--- config.mk ---
export PLATFORM = sky130hd
export DESIGN_NAME = reset_ctrl
export DESIGN_NICKNAME = d
export VERILOG_FILES = /design/src/rtl/toysoc_rst_pkg.sv /design/src/rtl/rst_debounce.sv /design/src/rtl/reset_ctrl.sv
export SDC_FILE = /design/constraint.sdc
export NUM_CORES = 1
export LEC_CHECK = 0
export CORE_AREA = 2 2 53 55
export CTS_BUF_LIST = sky130_fd_sc_hd__clkbuf_8
export DETAILED_ROUTE_END_ITERATION = 8
export DIE_AREA = 0 0 55 57
export GPL_TIMING_DRIVEN = 0
export PLACE_DENSITY = 0.8
export SLEW_MARGIN = 10
export SYNTH_ARGS = -nofsm -noshare
export SYNTH_HDL_FRONTEND = slang
export SYNTH_HIERARCHICAL = 1
export SYNTH_SLANG_ARGS = --single-unit
--- constraint.sdc ---
create_clock -name i_clk -period 4.2 [get_ports i_clk]
set_input_delay 0.63 -clock i_clk [delete_from_list [all_inputs] [get_ports i_clk]]
set_output_delay 0.63 -clock i_clk [all_outputs]
set_load 0.03 [all_outputs]
--- src/rtl/toysoc_rst_pkg.sv ---
// Shared reset-controller types: FSM state encoding and reset-cause bit positions.
// Latency: none, declarations only.
// Backpressure: not applicable.
package toysoc_rst_pkg;

   // Controller state: normal operation, timed reset pulse, hold until button release
   typedef enum logic [1:0] {
      ST_RUN      = 2'd0,
      ST_PULSE    = 2'd1,
      ST_WAIT_REL = 2'd2
   } rst_state_t;

   // Sticky reset-cause vector layout {por, wdt, sw, btn}
   localparam int CAUSE_BTN = 0;
   localparam int CAUSE_SW  = 1;
   localparam int CAUSE_WDT = 2;
   localparam int CAUSE_POR = 3;
   localparam int CAUSE_W   = 4;

   typedef logic [CAUSE_W-1:0] cause_t;

   // Cause value loaded by power-on reset
   localparam cause_t CAUSE_POR_ONLY = 4'b1000;

endpackage

--- src/rtl/rst_debounce.sv ---
// Button conditioner: 2-flop synchronizer then N-sample debounce, plus press-event pulse.
// Latency: 2 sync cycles + DEBOUNCE_CYCLES samples; press pulse appears with the new debounced level.
// Backpressure: none; the button is sampled every cycle.
module rst_debounce #(
   parameter int DEBOUNCE_CYCLES = 16
) (
   input  logic i_clk,
   input  logic i_rst,
   input  logic i_btn_n,
   output logic o_btn_n_deb,
   output logic o_press
);

   localparam int                CW       = $clog2(DEBOUNCE_CYCLES + 1);
   localparam logic [CW-1:0]     CNT_LAST = CW'(DEBOUNCE_CYCLES - 1);

   logic          sync1;
   logic          sync2;
   logic [CW-1:0] cnt;

   // Bring the asynchronous button into the clock domain; idle level is released (1)
   always_ff @(posedge i_clk) begin
      if (i_rst) begin
         sync1 <= 1'b1;
         sync2 <= 1'b1;
      end else begin
         sync1 <= i_btn_n;
         sync2 <= sync1;
      end
   end

   // Accept a new level only after a run of differing samples; any agreeing sample restarts the run
   always_ff @(posedge i_clk) begin
      if (i_rst) begin
         o_btn_n_deb <= 1'b1;
         o_press     <= 1'b0;
         cnt         <= '0;
      end else begin
         o_press <= 1'b0;
         if (sync2 != o_btn_n_deb) begin
            if (cnt == CNT_LAST) begin
               o_btn_n_deb <= sync2;
               o_press     <= ~sync2;
               cnt         <= '0;
            end else begin
               cnt <= cnt + 1'b1;
            end
         end else begin
            cnt <= '0;
         end
      end
   end

endmodule

--- src/rtl/reset_ctrl.sv ---
// System reset controller: merges button, software and watchdog sources into a timed reset pulse.
// Latency: a source firing in cycle N raises o_sys_rst in cycle N+1 for RST_PULSE_CYCLES cycles minimum.
// Backpressure: none; requests arriving while reset is active are dropped.
module reset_ctrl
   import toysoc_rst_pkg::*;
#(
   parameter int DEBOUNCE_CYCLES  = 16,
   parameter int RST_PULSE_CYCLES = 8,
   parameter int WDT_TIMEOUT      = 65536
) (
   input  logic         i_clk,
   input  logic         i_rst,
   input  logic         i_btn_n,
   input  logic         i_sw_rst_req,
   input  logic         i_wdt_en,
   input  logic         i_wdt_kick,
   input  logic         i_cause_clr,
   output logic         o_sys_rst,
   output logic [3:0]   o_rst_cause
);

   localparam int            WW         = $clog2(WDT_TIMEOUT);
   localparam logic [WW-1:0] WDT_LAST   = WW'(WDT_TIMEOUT - 1);
   localparam int            PW         = $clog2(RST_PULSE_CYCLES);
   localparam logic [PW-1:0] PULSE_LAST = PW'(RST_PULSE_CYCLES - 1);

   rst_state_t    state;
   logic [PW-1:0] pulse_cnt;
   logic [WW-1:0] wdt_cnt;
   cause_t        cause;
   cause_t        cause_kept;
   cause_t        fired;
   logic          wdt_expire;
   logic          btn_n_deb;
   logic          btn_press;

   rst_debounce #(
      .DEBOUNCE_CYCLES (DEBOUNCE_CYCLES)
   ) u_debounce (
      .i_clk       (i_clk),
      .i_rst       (i_rst),
      .i_btn_n     (i_btn_n),
      .o_btn_n_deb (btn_n_deb),
      .o_press     (btn_press)
   );

   // Decode which reset sources fire this cycle; clear is applied before new causes are OR-ed in
   always_comb begin
      wdt_expire        = (state == ST_RUN) && i_wdt_en && !i_wdt_kick && (wdt_cnt == WDT_LAST);
      fired             = '0;
      fired[CAUSE_BTN]  = btn_press;
      fired[CAUSE_SW]   = i_sw_rst_req;
      fired[CAUSE_WDT]  = wdt_expire;
      cause_kept        = i_cause_clr ? cause_t'('0) : cause;
   end

   // Reset sequencing FSM with registered reset output, watchdog counter and sticky causes
   always_ff @(posedge i_clk) begin
      if (i_rst) begin
         state     <= ST_PULSE;
         pulse_cnt <= '0;
         wdt_cnt   <= '0;
         o_sys_rst <= 1'b1;
         cause     <= CAUSE_POR_ONLY;
      end else begin
         cause <= cause_kept;
         case (state)
            ST_RUN: begin
               if (fired != '0) begin
                  state     <= ST_PULSE;
                  pulse_cnt <= '0;
                  wdt_cnt   <= '0;
                  o_sys_rst <= 1'b1;
                  cause     <= cause_kept | fired;
               end else begin
                  o_sys_rst <= 1'b0;
                  if (!i_wdt_en || i_wdt_kick) begin
                     wdt_cnt <= '0;
                  end else begin
                     wdt_cnt <= wdt_cnt + 1'b1;
                  end
               end
            end
            ST_PULSE: begin
               wdt_cnt <= '0;
               if (pulse_cnt == PULSE_LAST) begin
                  pulse_cnt <= '0;
                  if (btn_n_deb) begin
                     state     <= ST_RUN;
                     o_sys_rst <= 1'b0;
                  end else begin
                     state <= ST_WAIT_REL;
                  end
               end else begin
                  pulse_cnt <= pulse_cnt + 1'b1;
               end
            end
            ST_WAIT_REL: begin
               wdt_cnt <= '0;
               if (btn_n_deb) begin
                  state     <= ST_RUN;
                  o_sys_rst <= 1'b0;
               end
            end
            default: begin
               state     <= ST_PULSE;
               pulse_cnt <= '0;
               wdt_cnt   <= '0;
               o_sys_rst <= 1'b1;
            end
         endcase
      end
   end

   assign o_rst_cause = cause;

endmodule

The clock network:
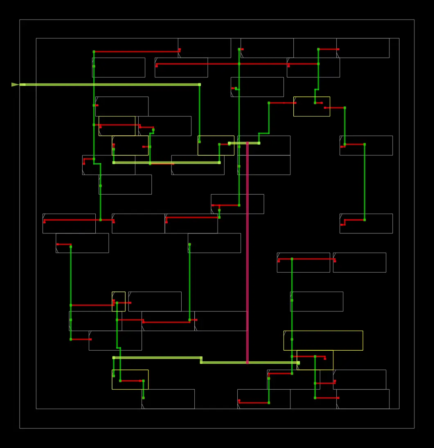
Worst-Skew Late Latency: 290 ps
flip-flops: 35
clock buffer count in the final layout: 6
clk sinks: 35

M1 wires:
Supply wires on this layer in gray.
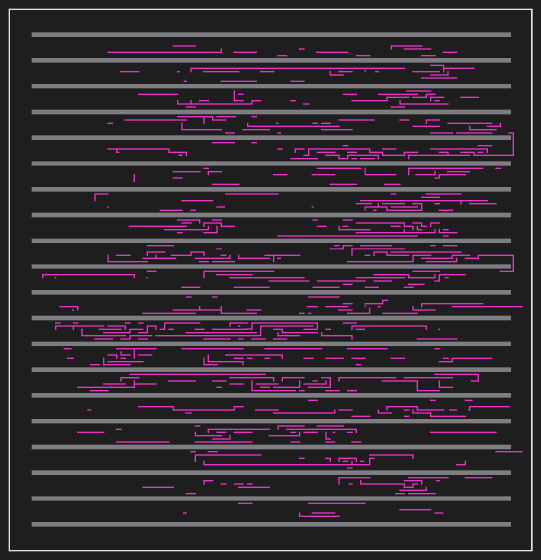
nets with wire on the layer: 181
wire length on this layer: 1120 um
longest straight run: 22.5 um
main direction: horizontal

==> reports/metrics.csv <==
stage,metric,value,unit
synth,xor/xnor share,9.98,%
synth,"area leader, netlist",dfxtp_1,
final_layout,ant diodes,0,
final_layout,most numerous logic cell after layout,dfxtp_1,
final_layout,Layout Area Growth over Synthesis,17.9,%
synth,"Registers, synthesis",35,
placed_design,dpl hpwl,1960,um
setup_path,Worst Path Required,4420,ps
pwr,worst ir drop on vdd,0.401,mV
synth,Dominant cell area share,47.0,%
pwr,Tot Pwr,825,uW
floorplanning,Core Region,2620,um2
routing,vias,1131,
final_layout,Final Instance Count excl. Fillers,213,
synth,Dominant combinational family,simple AND/OR/NAND/NOR gates,
run_status,outcome,completed,
clock_network,Post-CTS Hold Fix Bufs,0,
routing,DRT antenna net count,0,
synth,Post-Syn Area,1490,um2
job,max cap viols,0,
placed_design,DP Cell Count,205,
synth,Basic Gates by Area,25.2,%
clock_network,"Reg clk slew, reported paths",70,ps
final_layout,share of cells above drive strength 1,9.34,%
global_route,pin count of the biggest net entering global routing,12,
floorplanning,Die Ht,57,um
synth,yosys adder share,6.71,%
sta,Hold Fails Final Rpt,0,
routing,Iteration-0 DRC Markers,8,
synth,"mux frac, synth",0,%
setup_path,Worst setup EP type,register,
placed_design,number of buffers added on ports,11,
clock_network,Clk Tree Root Cell,clkbuf_8,
setup_path,crit path kind,primary input to register,
global_route,vias in the first global route,1065,
Sequential cells grouped by signal name:
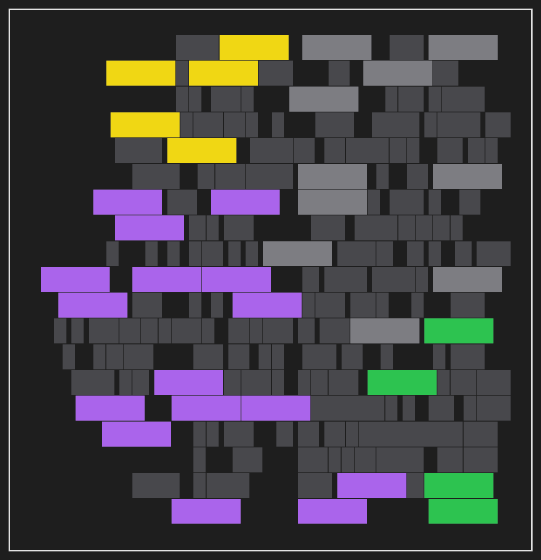
| color | signal | sequential cells |
|---|---|---|
| yellow | u_debounce/cnt | 5 |
| purple | wdt_cnt | 16 |
| green | o_rst_cause | 4 |

-- stage by stage --
stage               hold slack [ps]  utilization [%]  setup WS, ps
floorplan                       389                -          2310
global placement                398             62.7          1800
detailed placement              400             62.7          1760
CTS                             423             67.2          2070
global route                    456             67.2          1920
finish                          418             67.2          2040
-- metal layers --
metal	vias to the layer above	part of all wire (%)	GRT usage, %
met5	-	0	0
met4	0	1.2	6.97
met3	2	3.5	8.90
met2	14	52	31.6
met1	534	43	19.7
li1	581	-	-
-- worst paths after layout --
kind	start	to	slack, ps	cells after the start
worst min register to register	u_debounce/sync1	u_debounce/sync2	420	1
worst min-delay path	u_debounce/sync1	u_debounce/sync2	420	1
worst max register to register	wdt_cnt[0]	state[1]	2120	6
worst max-delay path	i_wdt_kick	state[1]	2040	6
-- cells by family after synthesis --
kind of cell | Yosys count
simple gates | 73
flops | 35
compound gates | 18
xor+xnor | 17
buf+inv | 12
fa+ha+maj | 8
-- critical path: stages --
cell and delay (ps):
clkdlybuf4s50_1 390, nand2b_1 180, nor4_4 360, a21oi_2 140, or4b_1 490, a21oi_1 190
-- power breakdown --
group	total (uW)	switching, uW	internal [uW]
Sequential	371	14.3	357
Clock	309	117	192
Combinational	145	83.0	62.1
-- Yosys cell counts --
library cell / n
dfxtp_1: 35
nor2_1: 31
nand2_1: 13
inv_1: 10
xnor2_1: 10
ha_1: 8
xor2_1: 7
nand3_1: 6
o21ai_0: 5
a21oi_1: 4
nand4_1: 4
a22oi_1: 3
nand2b_1: 3
and3_1: 2
nand3b_1: 2
nor3_1: 2
o31ai_1: 2
or2_2: 2
or3_1: 2
a211o_2: 1
a21o_1: 1
a21oi_2: 1
and4bb_2: 1
buf_2: 1
clkbuf_1: 1
nand4_2: 1
nor2b_1: 1
nor4_4: 1
o41a_1: 1
or3_4: 1
or4b_1: 1
-- final cells by class --
type | instances | area, um2 | area share [%]
buffer | 2 | 8.76 | 0.498
clock buffer | 6 | 82.6 | 4.70
inverter | 10 | 37.5 | 2.14
sequential | 35 | 701 | 39.9
timing repair buffer | 11 | 110 | 6.26
clock inverter | 2 | 35.0 | 1.99
tap | 31 | 38.8 | 2.21
multi-input combinational | 116 | 744 | 42.3
-- sequential cells by signal (all words and copies together), names as in the netlist --
signal                  cells
u_debounce/o_btn_n_deb      1
u_debounce/sync1            1
u_debounce/sync2            1
state                       2
wdt_cnt                    16
o_rst_cause                 4
pulse_cnt                   3
u_debounce/o_press          1
u_debounce/cnt              5
o_sys_rst                   1
No activity file was given, so power comes from the tool's default toggle rates.
